$ cat src/rtl/uart_pkg.sv
// Shared UART receive types: parity encodings, receiver FSM states, RX FIFO entry layout.
// Entries carry the widest supported character; narrower builds leave the upper data bits zero.
package uart_pkg;

  localparam int unsigned MAX_DATA_BITS = 9;

  localparam logic [1:0] PAR_NONE = 2'd0;
  localparam logic [1:0] PAR_EVEN = 2'd1;
  localparam logic [1:0] PAR_ODD  = 2'd2;

  typedef enum logic [2:0] {
    IDLE,
    START,
    DATA,
    PARITY,
    STOP,
    WAIT_HI
  } rx_state_e;

  typedef struct packed {
    logic [MAX_DATA_BITS-1:0] data;
    logic                     perr;
    logic                     ferr;
  } rx_entry_t;

  function automatic logic parity_enabled(input logic [1:0] mode);
    return (mode == PAR_EVEN) || (mode == PAR_ODD);
  endfunction

endpackage

$ cat src/rtl/uart_sync_fifo.sv
// Generic synchronous FIFO: head visible combinationally while !empty, write lands next cycle.
// A push into a full FIFO is taken only when a pop happens in the same cycle; otherwise ignored.
module uart_sync_fifo #(
  parameter int unsigned WIDTH = 8,
  parameter int unsigned DEPTH = 8,
  localparam int unsigned AW = $clog2(DEPTH),
  localparam int unsigned LW = AW + 1
) (
  input  logic             clk,
  input  logic             rst,
  input  logic             push,
  input  logic [WIDTH-1:0] push_dat,
  input  logic             pop,
  output logic [WIDTH-1:0] pop_dat,
  output logic             full,
  output logic             empty,
  output logic [LW-1:0]    level
);

  logic [WIDTH-1:0] mem_q [DEPTH];
  logic [AW-1:0]    wr_ptr_q, wr_ptr_d;
  logic [AW-1:0]    rd_ptr_q, rd_ptr_d;
  logic [LW-1:0]    cnt_q, cnt_d;
  logic             do_push, do_pop;

  assign full    = (cnt_q == LW'(DEPTH));
  assign empty   = (cnt_q == '0);
  assign level   = cnt_q;
  assign pop_dat = mem_q[rd_ptr_q];

  always_comb begin
    do_pop   = pop && !empty;
    do_push  = push && (!full || do_pop);
    wr_ptr_d = wr_ptr_q;
    rd_ptr_d = rd_ptr_q;
    cnt_d    = cnt_q;
    if (do_push) wr_ptr_d = wr_ptr_q + 1'b1;
    if (do_pop)  rd_ptr_d = rd_ptr_q + 1'b1;
    if (do_push && !do_pop)      cnt_d = cnt_q + 1'b1;
    else if (do_pop && !do_push) cnt_d = cnt_q - 1'b1;
  end

  always_ff @(posedge clk or posedge rst) begin
    if (rst) begin
      wr_ptr_q <= '0;
      rd_ptr_q <= '0;
      cnt_q    <= '0;
    end else begin
      wr_ptr_q <= wr_ptr_d;
      rd_ptr_q <= rd_ptr_d;
      cnt_q    <= cnt_d;
    end
  end

  // Storage needs no reset: nothing reads a slot before it has been written.
  always_ff @(posedge clk) begin
    if (do_push) mem_q[wr_ptr_q] <= push_dat;
  end

endmodule

$ cat src/rtl/uart_rx_fifo.sv
// Oversampling UART receiver feeding a valid/ready FIFO; m_valid rises 1 cycle after the stop sample.
// No backpressure on the line: a character arriving at a full, stalled FIFO is dropped and flags overflow.
module uart_rx_fifo
  import uart_pkg::*;
#(
  parameter int unsigned DATA_BITS  = 8,
  parameter int unsigned OVS        = 16,
  parameter int unsigned FIFO_DEPTH = 8,
  parameter int unsigned DIV_W      = 16,
  localparam int unsigned LVL_W     = $clog2(FIFO_DEPTH) + 1
) (
  input  logic                 clk,
  input  logic                 reset,
  input  logic                 rxd,
  input  logic [DIV_W-1:0]     baud_div,
  input  logic [1:0]           parity_mode,
  output logic                 m_valid,
  input  logic                 m_ready,
  output logic [DATA_BITS-1:0] m_data,
  output logic                 m_parity_err,
  output logic                 m_frame_err,
  output logic                 overflow,
  input  logic                 overflow_clr,
  output logic                 break_det,
  output logic [LVL_W-1:0]     level
);

  localparam int unsigned    SW        = $clog2(OVS);
  localparam int unsigned    BW        = $clog2(DATA_BITS + 1);
  localparam logic [SW-1:0]  HALF_LAST = SW'(OVS / 2 - 1);
  localparam logic [SW-1:0]  FULL_LAST = SW'(OVS - 1);

  logic                 sync1_q, rs_q, rs_prev_q;
  logic [DIV_W-1:0]     div_cnt_q, div_cnt_d, div_load;
  logic                 tick, mid_bit;
  rx_state_e            state_q, state_d;
  logic [SW-1:0]        scnt_q, scnt_d;
  logic [BW-1:0]        bidx_q, bidx_d;
  logic [DATA_BITS-1:0] shreg_q, shreg_d;
  logic                 perr_q, perr_d;
  logic                 par_bit_q, par_bit_d;
  logic                 push, is_break;
  rx_entry_t            push_entry, head, out_entry;
  rx_entry_t            hold_q, hold_d;
  logic                 fifo_full, fifo_empty, pop;
  logic                 overflow_q, overflow_d;
  logic                 break_det_q, break_det_d;
  logic                 out_unused;

  // Two-flop synchroniser plus one history flop for start-edge detection; idle line is high.
  always_ff @(posedge clk or posedge reset) begin
    if (reset) begin
      sync1_q   <= 1'b1;
      rs_q      <= 1'b1;
      rs_prev_q <= 1'b1;
    end else begin
      sync1_q   <= rxd;
      rs_q      <= sync1_q;
      rs_prev_q <= rs_q;
    end
  end

  always_comb begin
    div_load  = (baud_div == '0) ? '0 : baud_div - 1'b1;
    tick      = (div_cnt_q == '0);
    div_cnt_d = tick ? div_load : div_cnt_q - 1'b1;
  end

  always_comb begin
    state_d   = state_q;
    scnt_d    = scnt_q;
    bidx_d    = bidx_q;
    shreg_d   = shreg_q;
    perr_d    = perr_q;
    par_bit_d = par_bit_q;
    push      = 1'b0;
    is_break  = 1'b0;
    mid_bit   = tick && (scnt_q == FULL_LAST);
    if (tick) scnt_d = scnt_q + 1'b1;

    case (state_q)
      IDLE: begin
        if (rs_prev_q && !rs_q) begin
          state_d = START;
          scnt_d  = '0;
        end
      end
      START: begin
        if (tick && (scnt_q == HALF_LAST)) begin
          scnt_d = '0;
          if (rs_q) begin
            state_d = IDLE;
          end else begin
            state_d   = DATA;
            bidx_d    = '0;
            perr_d    = 1'b0;
            par_bit_d = 1'b0;
          end
        end
      end
      DATA: begin
        if (mid_bit) begin
          shreg_d = {rs_q, shreg_q[DATA_BITS-1:1]};
          bidx_d  = bidx_q + 1'b1;
          if (bidx_q == BW'(DATA_BITS - 1))
            state_d = parity_enabled(parity_mode) ? PARITY : STOP;
        end
      end
      PARITY: begin
        if (mid_bit) begin
          par_bit_d = rs_q;
          perr_d    = rs_q != ((^shreg_q) ^ (parity_mode == PAR_ODD));
          state_d   = STOP;
        end
      end
      STOP: begin
        if (mid_bit) begin
          push     = 1'b1;
          // par_bit_q stays 0 when parity is off, so it only gates breaks on parity frames.
          is_break = (shreg_q == '0) && !rs_q && !par_bit_q;
          state_d  = rs_q ? IDLE : WAIT_HI;
        end
      end
      WAIT_HI: begin
        if (rs_q) state_d = IDLE;
      end
      default: state_d = IDLE;
    endcase
  end

  assign push_entry = '{data: MAX_DATA_BITS'(shreg_q), perr: perr_q, ferr: ~rs_q};
  assign pop        = m_valid && m_ready;

  uart_sync_fifo #(
    .WIDTH ($bits(rx_entry_t)),
    .DEPTH (FIFO_DEPTH)
  ) u_fifo (
    .clk      (clk),
    .rst      (reset),
    .push     (push),
    .push_dat (push_entry),
    .pop      (pop),
    .pop_dat  (head),
    .full     (fifo_full),
    .empty    (fifo_empty),
    .level    (level)
  );

  // Full implies m_valid, so a stalled consumer is exactly the drop condition.
  always_comb begin
    overflow_d  = (push && fifo_full && !m_ready) || (overflow_q && !overflow_clr);
    break_det_d = is_break;
    hold_d      = pop ? head : hold_q;
  end

  always_ff @(posedge clk or posedge reset) begin
    if (reset) begin
      div_cnt_q   <= '0;
      state_q     <= IDLE;
      scnt_q      <= '0;
      bidx_q      <= '0;
      shreg_q     <= '0;
      perr_q      <= 1'b0;
      par_bit_q   <= 1'b0;
      overflow_q  <= 1'b0;
      break_det_q <= 1'b0;
      hold_q      <= '0;
    end else begin
      div_cnt_q   <= div_cnt_d;
      state_q     <= state_d;
      scnt_q      <= scnt_d;
      bidx_q      <= bidx_d;
      shreg_q     <= shreg_d;
      perr_q      <= perr_d;
      par_bit_q   <= par_bit_d;
      overflow_q  <= overflow_d;
      break_det_q <= break_det_d;
      hold_q      <= hold_d;
    end
  end

  // When empty, the last popped entry stays on the outputs.
  assign out_entry    = fifo_empty ? hold_q : head;
  assign m_valid      = !fifo_empty;
  assign m_data       = out_entry.data[DATA_BITS-1:0];
  assign m_parity_err = out_entry.perr;
  assign m_frame_err  = out_entry.ferr;
  assign overflow     = overflow_q;
  assign break_det    = break_det_q;
  assign out_unused   = ^out_entry.data;

endmodule

$ cat config.mk
export PLATFORM = sky130hd
export DESIGN_NAME = uart_rx_fifo
export DESIGN_NICKNAME = d
export VERILOG_FILES = /design/src/rtl/uart_pkg.sv /design/src/rtl/uart_sync_fifo.sv /design/src/rtl/uart_rx_fifo.sv
export SDC_FILE = /design/constraint.sdc
export NUM_CORES = 1
export LEC_CHECK = 0
export CORE_MARGIN = 1
export CORE_UTILIZATION = 64
export DETAILED_ROUTE_END_ITERATION = 7
export PLACE_DENSITY = 0.94
export SLEW_MARGIN = 40
export SYNTH_ARGS = -nofsm -noshare
export SYNTH_HDL_FRONTEND = slang
export SYNTH_SLANG_ARGS = --single-unit
export TNS_END_PERCENT = 50
$ cat constraint.sdc
create_clock -name clk -period 9 [get_ports clk]
set_clock_uncertainty 0.15 [all_clocks]
set_input_delay 2.25 -clock clk [delete_from_list [all_inputs] [get_ports clk]]
set_output_delay 2.25 -clock clk [all_outputs]
set_load 0.1 [all_outputs]
Figure 1. Clock distribution.
The bar under the picture is 20 um long.
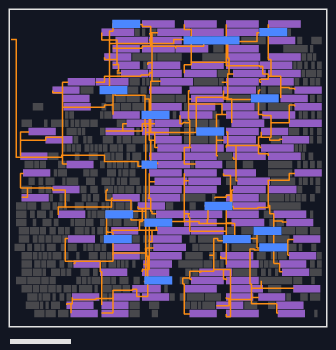
- clock drivers: blue (count 17)
- clock wires: orange (length 1580 um)
- flip-flops: purple (count 142)
- routed clock nets: 18
- flops lie: spread over the die

Figure 2. Placement view.
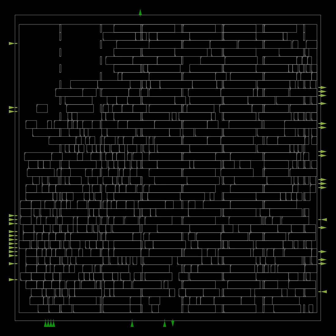
Row Count: 36
core area: 0.00991 sq mm
flop share of the area: 51.6%
post-layout util: 77.4%

Figure 3. Cell classes on the final placement.
The bar under the picture is 20 um long.
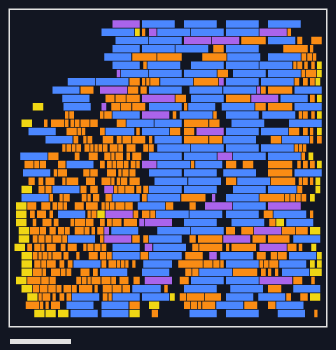
- flops: blue (cells 142)
- clock drivers and dummy loads: purple (cells 32)
- combinational and other logic: orange (cells 356)
- other buffers and delay cells: yellow (cells 42)

Figure 4. The metal 2 layer.
Cells faint in the background.
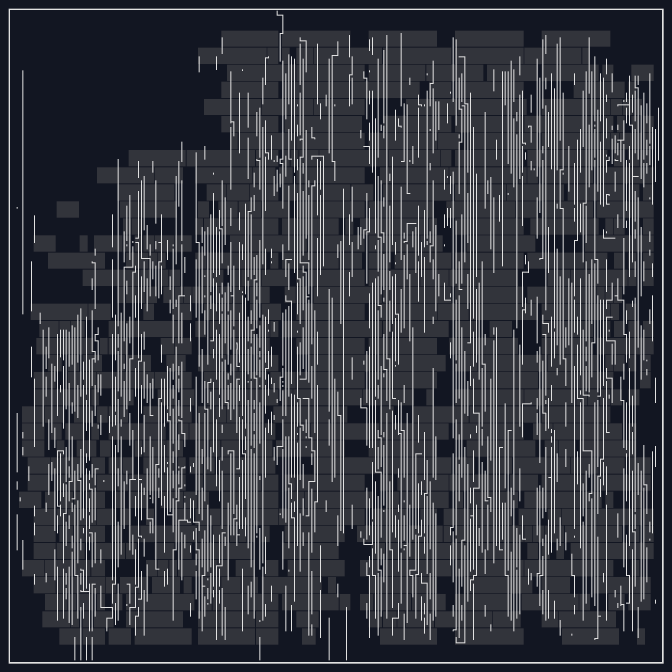
- longest straight run: 54.7 um
- nets with wire on the layer: 542
- wire length on this layer: 8040 um

Figure 5. Logic cells by family.
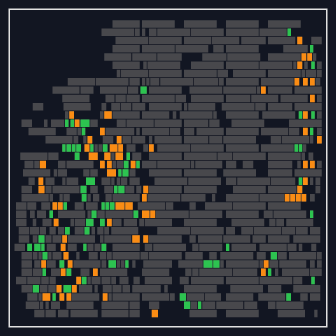
- NAND gates: green (cells 69)
- inverting AOI/OAI gates: orange (cells 69; where spread over the die)

==> out/qor.yml <==
run_status:
  status: "finished clean"
placed_design:
  dpl_worst_slack_ns: 3.93
  placed_cell_area_sq_mm: 0.00708
  hpwl_mm: 9.42
  port_buffers: 39
  placed_cells: 673
global_route:
  first_global_vias: 4733
  met1_usage_pct: 35.6
  gr-usage-met3_pct: 6.27
  grt_overflow: 0
  grt_start_max_net_pins: 63
  grt.total_usage_pct: 30.2
  grt_pass1_wl_mm: 24.5
synth:
  ys_cells: 519
  common_cells: "edfxtp_1, dfrtp_1, nor2_1, nand2_1, a21oi_1"
  synth_cells: 519
  syn_nets: 558
  ys_types: 52
  edf_count: 80
  avgSynthCellArea_sq_um: 12.8
  numSynthFlops: 142
  top_cell: "edfxtp_1"
  async_reset_ff_share_pct: 43.7
cells_and_area:
  inv_count: 21
  dominant-cell-class: "registers"
  final_layout_size_suffix_gt1_share_pct: 16.6
  reg_top3: "u_fifo.mem_q: 80 flops, div_cnt_q: 16 flops, hold_q: 10 flops"
  final-clk-cell-share_pct: 7.57
  seq_area_sq_mm: 0.00396
  antenna_cells: 0
  fin_area_sq_mm: 0.00767
  instances_no_fill: 705
  final_cell_mix: "edfxtp_1, dfrtp_1, nor2_1"
  num-multi-input-gates: 335
  top_register: "u_fifo.mem_q"
  comb_share_pct: 33.3
  nonClkBufAreaFrac_pct: 4.32
  lay_top_count: "edfxtp_1"
  comb_area_sq_mm: 0.00255
clocking:
  cts_made_buffers: 17
  clk_latency_ns: 0.52
  cts_tree: "built"
  clkSinkCount: 142
  cts-resized-gates: 0
  cts_root_buffer: "clkbuf_8"
  clock_path_buffers: 2
  path_clk_slew_ns: 0.06
detailed_routing:
  highest_layer: "met4"
  met2_length_mm: 8.04
  remaining_drc_errors: 0
  drt-met1-wl_mm: 5.73
  wl_per_cell_um: 21.6
setup_path:
  crit_arrival_ns: 2.62
  rr_worst_depth: 13
  critPathRequiredTime_ns: 6.60
  setup.worst_path.end_class: "primary output"
flow_run:
  max-cap-violations: 0
  warnings: 27
sta:
  hold-worst-slack_ns: 0.210
  max_slew_margin_pct: 48.9
  rsz0062_at_grt: "no"
  slew_violations: 0
  hold_viol: 0
floorplanning:
  die_w_um: 104
  io_pins: 40
power_and_ir_drop:
  p_leak_nw: 2.84
  ir_drop_mv: 0.349
  pwr-share-seq_pct: 35.1
  switching_share_pct: 40.7
  totalPowerFinal_w: 0.00239
  power.group.top: "combinational logic"
  p_int_w: 0.00142
  comb_power_share_pct: 36.1
  p_seq_w: 0.000842
hold_path:
  holdPathStages: 0
  whs_endpoint: "rs_q"
==> worst max path at each step <==
stage               slack (ns)               start         endpoint
floorplan                 2.78     u_fifo.level[0]        m_data[0]
global placement          3.86  u_fifo.rd_ptr_q[1]        m_data[3]
detailed placement        3.93             m_ready  u_fifo.level[3]
CTS                       4.01  u_fifo.rd_ptr_q[0]     m_parity_err
global route              3.91     u_fifo.level[0]        m_data[0]
finish                    3.98     u_fifo.level[2]        m_data[0]
==> worst max-delay path: stages (launching register included) <==
cell and delay [ns]:
dfrtp_1 0.43, or4_1 0.90, a21oi_1 0.30, buf_2 0.45
==> cells by family after synthesis <==
group	after synthesis	share of synthesized area, %
simple gates	164	13.0
buf+inv	42	2.51
xor+xnor	39	5.15
fa+ha+maj	16	3.13
flops	142	59.6
compound gates	70	5.82
mux	46	10.8
Power and IR drop assume default switching activity.
